File: config.mk
export PLATFORM = sky130hd
export DESIGN_NAME = writeback_stage_reg_flat
export DESIGN_NICKNAME = d
export VERILOG_FILES = /design/src/rtl/writeback_stage_reg_if.sv /design/src/rtl/writeback_stage_reg.sv /design/src/flat_wrapper.sv
export SDC_FILE = /design/constraint.sdc
export NUM_CORES = 1
export LEC_CHECK = 0
export CAP_MARGIN = 20
export CORE_ASPECT_RATIO = 1.25
export CORE_MARGIN = 3
export CORE_UTILIZATION = 35
export DETAILED_ROUTE_END_ITERATION = 7
export GPL_TIMING_DRIVEN = 0
export PLACE_DENSITY = 0.58
export SYNTH_ARGS = -nofsm -noshare
export SYNTH_HDL_FRONTEND = slang
export SYNTH_SLANG_ARGS = --single-unit
File: constraint.sdc
create_clock -name CLK -period 11.21 [get_ports CLK]
set_input_delay 2.242 -clock CLK [delete_from_list [all_inputs] [get_ports CLK]]
set_output_delay 2.242 -clock CLK [all_outputs]
set_load 0.01 [all_outputs]
File: src/rtl/writeback_stage_reg_if.sv
// M-to-W pipeline boundary bundle for the writeback stage: pipeline control,
// M-stage candidates in, register-file write port and retire count out.
interface writeback_stage_reg_if #(
  parameter int AWL  = 6,
  parameter int DWL  = 32,
  parameter int CNTW = 32
);
  logic             STALLW;
  logic             FLUSHW;
  logic             ValidM;
  logic             RFWEM;
  logic [1:0]       ResSelM;
  logic [1:0]       LdSizeM;
  logic             LdSignedM;
  logic [1:0]       ByteOffM;
  logic [AWL-2:0]   RFAM;
  logic [DWL-1:0]   DMOutM;
  logic [DWL-1:0]   ALUOutM;
  logic [DWL-1:0]   PCPlus4M;
  logic [DWL-1:0]   ImmM;
  logic             ValidW;
  logic             RFWEW;
  logic [AWL-2:0]   RFAW;
  logic [DWL-1:0]   ResultW;
  logic [CNTW-1:0]  RetireCnt;

  modport master (
    output STALLW, FLUSHW, ValidM, RFWEM, ResSelM, LdSizeM, LdSignedM,
           ByteOffM, RFAM, DMOutM, ALUOutM, PCPlus4M, ImmM,
    input  ValidW, RFWEW, RFAW, ResultW, RetireCnt
  );

  modport slave (
    input  STALLW, FLUSHW, ValidM, RFWEM, ResSelM, LdSizeM, LdSignedM,
           ByteOffM, RFAM, DMOutM, ALUOutM, PCPlus4M, ImmM,
    output ValidW, RFWEW, RFAW, ResultW, RetireCnt
  );
endinterface

File: src/rtl/writeback_stage_reg.sv
// MEM/WB register with stall/flush, result select, load align/extend and x0 suppression.
// Optional retired-instruction counter enabled by WB_RETIRE_CNT_EN.
module writeback_stage_reg #(
  parameter int AWL  = 6,
  parameter int DWL  = 32,
  parameter int CNTW = 32
) (
  input  logic                   CLK,
  input  logic                   RST,
  writeback_stage_reg_if.slave   bus
);
  localparam int RW = AWL - 1;

  typedef struct packed {
    logic           valid;
    logic           rfwe;
    logic [RW-1:0]  rfa;
    logic [1:0]     ressel;
    logic [1:0]     ldsize;
    logic           ldsigned;
    logic [1:0]     byteoff;
    logic [DWL-1:0] dmout;
    logic [DWL-1:0] aluout;
    logic [DWL-1:0] pcplus4;
    logic [DWL-1:0] imm;
  } wb_reg_t;

  wb_reg_t m_d, w_q;

  always_comb begin
    m_d          = '0;
    m_d.valid    = bus.ValidM;
    m_d.rfwe     = bus.RFWEM;
    m_d.rfa      = bus.RFAM;
    m_d.ressel   = bus.ResSelM;
    m_d.ldsize   = bus.LdSizeM;
    m_d.ldsigned = bus.LdSignedM;
    m_d.byteoff  = bus.ByteOffM;
    m_d.dmout    = bus.DMOutM;
    m_d.aluout   = bus.ALUOutM;
    m_d.pcplus4  = bus.PCPlus4M;
    m_d.imm      = bus.ImmM;
  end

  // Flush outranks stall so a squashed instruction never lingers in W.
  always_ff @(posedge CLK or posedge RST) begin
    if (RST)             w_q <= '0;
    else if (bus.FLUSHW) w_q <= '0;
    else if (!bus.STALLW) w_q <= m_d;
  end

  logic [7:0]     ld_byte;
  logic [15:0]    ld_half;
  logic [31:0]    ld_field;
  logic [31:0]    ld_mask;
  logic           ld_msb;
  logic [DWL-1:0] mask_ext;
  logic [DWL-1:0] load_val;
  logic [DWL-1:0] result;

  always_comb begin
    ld_byte = '0;
    case (w_q.byteoff)
      2'd0: ld_byte = w_q.dmout[7:0];
      2'd1: ld_byte = w_q.dmout[15:8];
      2'd2: ld_byte = w_q.dmout[23:16];
      2'd3: ld_byte = w_q.dmout[31:24];
      default: ld_byte = '0;
    endcase
    // Halfword uses only the upper offset bit; misalignment is not trapped here.
    ld_half = w_q.byteoff[1] ? w_q.dmout[31:16] : w_q.dmout[15:0];

    case (w_q.ldsize)
      2'b00: begin
        ld_field = {24'b0, ld_byte};
        ld_mask  = 32'h0000_00ff;
        ld_msb   = ld_byte[7];
      end
      2'b01: begin
        ld_field = {16'b0, ld_half};
        ld_mask  = 32'h0000_ffff;
        ld_msb   = ld_half[15];
      end
      default: begin
        ld_field = w_q.dmout[31:0];
        ld_mask  = 32'hffff_ffff;
        ld_msb   = w_q.dmout[31];
      end
    endcase

    // Fill everything above the selected field with its sign bit when signed.
    mask_ext       = '0;
    mask_ext[31:0] = ld_mask;
    load_val       = '0;
    load_val[31:0] = ld_field;
    if (w_q.ldsigned && ld_msb) load_val = load_val | ~mask_ext;
  end

  always_comb begin
    result = '0;
    case (w_q.ressel)
      2'b00:   result = w_q.aluout;
      2'b01:   result = load_val;
      2'b10:   result = w_q.pcplus4;
      2'b11:   result = w_q.imm;
      default: result = '0;
    endcase
  end

  assign bus.ValidW  = w_q.valid;
  assign bus.RFAW    = w_q.rfa;
  assign bus.ResultW = result;
  assign bus.RFWEW   = w_q.rfwe & w_q.valid & (w_q.rfa != '0);

`ifdef WB_RETIRE_CNT_EN
  logic [CNTW-1:0] retire_cnt;

  // An instruction retires when it leaves W: valid and neither held nor squashed.
  always_ff @(posedge CLK or posedge RST) begin
    if (RST) retire_cnt <= '0;
    else if (w_q.valid && !bus.STALLW && !bus.FLUSHW) retire_cnt <= retire_cnt + 1'b1;
  end

  assign bus.RetireCnt = retire_cnt;
`else
  assign bus.RetireCnt = '0;
`endif
endmodule

File: src/flat_wrapper.sv
// flat-port wrapper written by rule: the top's interface ports become plain ports
module writeback_stage_reg_flat 
#(
  parameter int AWL  = 6,
  parameter int DWL  = 32,
  parameter int CNTW = 32
)
  (CLK, RST, bus_STALLW, bus_FLUSHW, bus_ValidM, bus_RFWEM, bus_ResSelM, bus_LdSizeM, bus_LdSignedM, bus_ByteOffM, bus_RFAM, bus_DMOutM, bus_ALUOutM, bus_PCPlus4M, bus_ImmM, bus_ValidW, bus_RFWEW, bus_RFAW, bus_ResultW, bus_RetireCnt);
  writeback_stage_reg_if #(.AWL(AWL), .DWL(DWL), .CNTW(CNTW)) bus_i ();
  input  logic CLK;
  input  logic RST;
  input wire logic [$bits(bus_i.STALLW)-1:0] bus_STALLW;
  input wire logic [$bits(bus_i.FLUSHW)-1:0] bus_FLUSHW;
  input wire logic [$bits(bus_i.ValidM)-1:0] bus_ValidM;
  input wire logic [$bits(bus_i.RFWEM)-1:0] bus_RFWEM;
  input wire logic [$bits(bus_i.ResSelM)-1:0] bus_ResSelM;
  input wire logic [$bits(bus_i.LdSizeM)-1:0] bus_LdSizeM;
  input wire logic [$bits(bus_i.LdSignedM)-1:0] bus_LdSignedM;
  input wire logic [$bits(bus_i.ByteOffM)-1:0] bus_ByteOffM;
  input wire logic [$bits(bus_i.RFAM)-1:0] bus_RFAM;
  input wire logic [$bits(bus_i.DMOutM)-1:0] bus_DMOutM;
  input wire logic [$bits(bus_i.ALUOutM)-1:0] bus_ALUOutM;
  input wire logic [$bits(bus_i.PCPlus4M)-1:0] bus_PCPlus4M;
  input wire logic [$bits(bus_i.ImmM)-1:0] bus_ImmM;
  output wire logic [$bits(bus_i.ValidW)-1:0] bus_ValidW;
  output wire logic [$bits(bus_i.RFWEW)-1:0] bus_RFWEW;
  output wire logic [$bits(bus_i.RFAW)-1:0] bus_RFAW;
  output wire logic [$bits(bus_i.ResultW)-1:0] bus_ResultW;
  output wire logic [$bits(bus_i.RetireCnt)-1:0] bus_RetireCnt;
  assign bus_i.STALLW = bus_STALLW;
  assign bus_i.FLUSHW = bus_FLUSHW;
  assign bus_i.ValidM = bus_ValidM;
  assign bus_i.RFWEM = bus_RFWEM;
  assign bus_i.ResSelM = bus_ResSelM;
  assign bus_i.LdSizeM = bus_LdSizeM;
  assign bus_i.LdSignedM = bus_LdSignedM;
  assign bus_i.ByteOffM = bus_ByteOffM;
  assign bus_i.RFAM = bus_RFAM;
  assign bus_i.DMOutM = bus_DMOutM;
  assign bus_i.ALUOutM = bus_ALUOutM;
  assign bus_i.PCPlus4M = bus_PCPlus4M;
  assign bus_i.ImmM = bus_ImmM;
  assign bus_ValidW = bus_i.ValidW;
  assign bus_RFWEW = bus_i.RFWEW;
  assign bus_RFAW = bus_i.RFAW;
  assign bus_ResultW = bus_i.ResultW;
  assign bus_RetireCnt = bus_i.RetireCnt;
  writeback_stage_reg #(.AWL(AWL), .DWL(DWL), .CNTW(CNTW)) u_core (.CLK(CLK), .RST(RST), .bus(bus_i));
endmodule
### Met1 routing

Cells faint in the background.
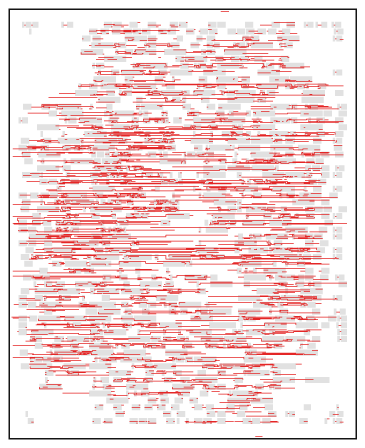
nets with wire on the layer	922
wire length on this layer	10,500 um
longest straight run	63.5 um

### Metal 2

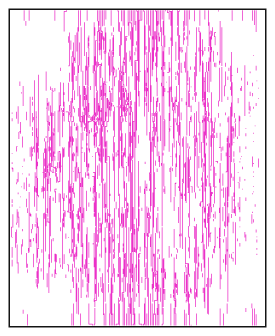
wire length on this layer	12,000 um
longest straight run	97.2 um
main direction	vertical
global routing usage on met2: 34.6%
WL final: 24,200 um
vias: 5,852

### The metal 3 layer

Cells faint in the background.
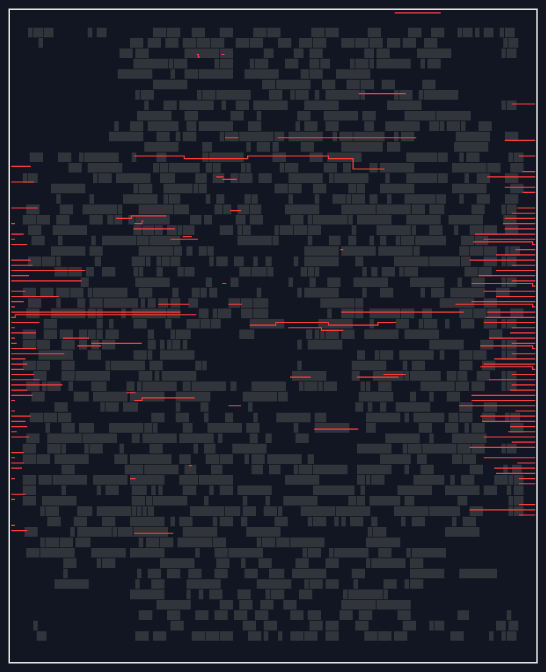
main direction	horizontal
wire length on this layer	1,300 um
share of all routed wire	5.4%
longest straight run	47.2 um
nets with wire on the layer	132
met3 usage: 3.73%

==> run notes <==
impl run done, here's what came out: status complete, no violations, Critical Path End Type primary output, ant diodes 0, WHS Endpoint u_core.w_q[95], min setup slack post-route around 6000 ps, peak supply drop 0.103 mV, largest net degree at the start of global routing 75, Final Wtd Congestion 0.874, Inverters 5, max reg flops between 100 and 150, Std-Cell Rows 59, main flop type dfrtp_1, die height between 150 and 200 um, and+or+nand+nor area frac 10.8%, CTS tree done, initial antenna violation count 0, aoi share between 7 and 8%, Reg clk slew, reported paths 60 ps, logic share of the area 34.3%, Clock-cell share 5.87%, filler instances slightly above 2k, placeable core region 21,000 um2, Post-Layout Cell Count 1,210, Top reg by flops u_core.w_q, Max Clock Freq 0.192 GHz, synthesized area per cell 11.0 um2, Non-clk bufs 271, Worst Max-Slew Pin Slew 677 ps, tool warnings 26, RR Endpoint u_core.w_q[133], post-cts resize count 0, floorplan core density between 30% and 40%, Layout non-clock buf frac 22.5%, worst r2r src u_core.w_q[133], combinational gates 486, P_leak 0.00490 uW, WL per Instance 20.0 um, total power draw 1410 uW, design area 10,500 um2, Tapcells between 200 and 300, ys async rst share 100%, Flops 142, Sinks on Clock Net 142, # setup viols final 0, Worst Reg-to-Reg Cells 5, FF-to-FF setup slack about 9600 ps, Max-Cap Viols 0, EDFF count, synth 0, most frequent cell after synthesis mux2i_1, Top cell area share between 40 and 50%, die width 138 um, Post-synth top cells mux2i_1 (149), nor2_1 (144), dfrtp_1 (142), buf_4 (39), buf_2 (24), Residual DRC 0, layout cells sized above 1 14.3%, Gate Area 3600 um2, first-pass GRT wire length 36,100 um, Worst Hold Class reg -> reg, final hold viol count 0, yosys warning tally 0, Mapped Area between 7000 and 8000 um2, area of placed instances 9880 um2, Top cell excl fill/tap clkdlybuf4s50_1, vias in the first global route between 5k and 6k, Hold Path Cell Cnt 2, Synth Seq Share 46.9%, total die size 23,400 um2, CTS buffer count 17, placed cell count ~1.2k, unrepaired setup endpoints after global routing false, Yosys top cell by area dfrtp_1, Yosys cell types 41, #FFs+latches synth 142, post-synthesis adder-cell area fraction 0%, top cells by area dfrtp_1 (47%), mux2i_1 (20%), nor2_1 (7.1%), mux4_2 (5.1%), buf_4 (3.9%), Worst Path Arrival 2970 ps, IO buf count 182, Pre-antenna DRT Iters 4, clock root cell clkbuf_16, Leading cell kind multi-input combinational cells, vias per cell 4.84, CP Capture Point bus_ResultW[29], Core Util, Final 49.9%, final hold slack 520 ps, CP Launch Point u_core.w_q[133], post-synthesis cell count 690, Synth mux share 27.6%, Post-CTS Setup Inserts 0, Startpoint Class flop, cell total in the yosys stat output 690, Clock Latency Late Sink ~420 ps, Total GRT Usage 20.8%, Hold Path Origin u_core.w_q[95], PD cells 135 nW/um2, Area growth, synth to finish 38.7%, grt ovf 0, Max FO, Critical Path 10, DRT antenna net count 0, Dominant comb cell multiplexers, YS chip area 7570 um2, H-tree depth 4, Clock Path Buffers 2, I/O pin count approximately 220, Final period util 46.5%, critical path type reg -> out, yosys xor share 0%, CP required 8970 ps, HPWL Detailed 18,100 um, Rel. slew slack between 50% and 60%, fraction of area in registers about 34%, Hold Buf Count CTS 0, Sequential cell area ~3600 um2, fin crit period roughly 5200 ps, starting DRC count in detailed routing approximately 250, dominant logic cell types in the final layout clkdlybuf4s50_1 (182), mux2i_1 (149), nor2_1 (144), skew final 0 ps, clock buf count 20, nets roughly 1.1k, final setup TNS 0 ps, Final Slew Violations 0, worst slack at placement 6480 ps
==> worst max-delay path: stages (launching register included) <==
cell	delay (ps)
dfrtp_1	320
buf_4	210
nor2b_1	400
nand3_1	470
buf_2	360
o21bai_1	210
clkdlybuf4s50_1	580
==> routing by layer <==
metal / vias up / wire length [um] / GRT usage, %
met5: - / 0 / 0
met4: 0 / 420 / 6.29
met3: 21 / 1300 / 3.73
met2: 169 / 12000 / 34.6
met1: 2846 / 10500 / 27.6
li1: 2816 / - / -
==> where the power goes <==
part	switching [uW]	internal, uW	total (uW)
sequential	22.8	541	564
clock	233	364	597
combinational	117	136	253
Power figures rest on the tool's default switching activity, not on a simulated workload.
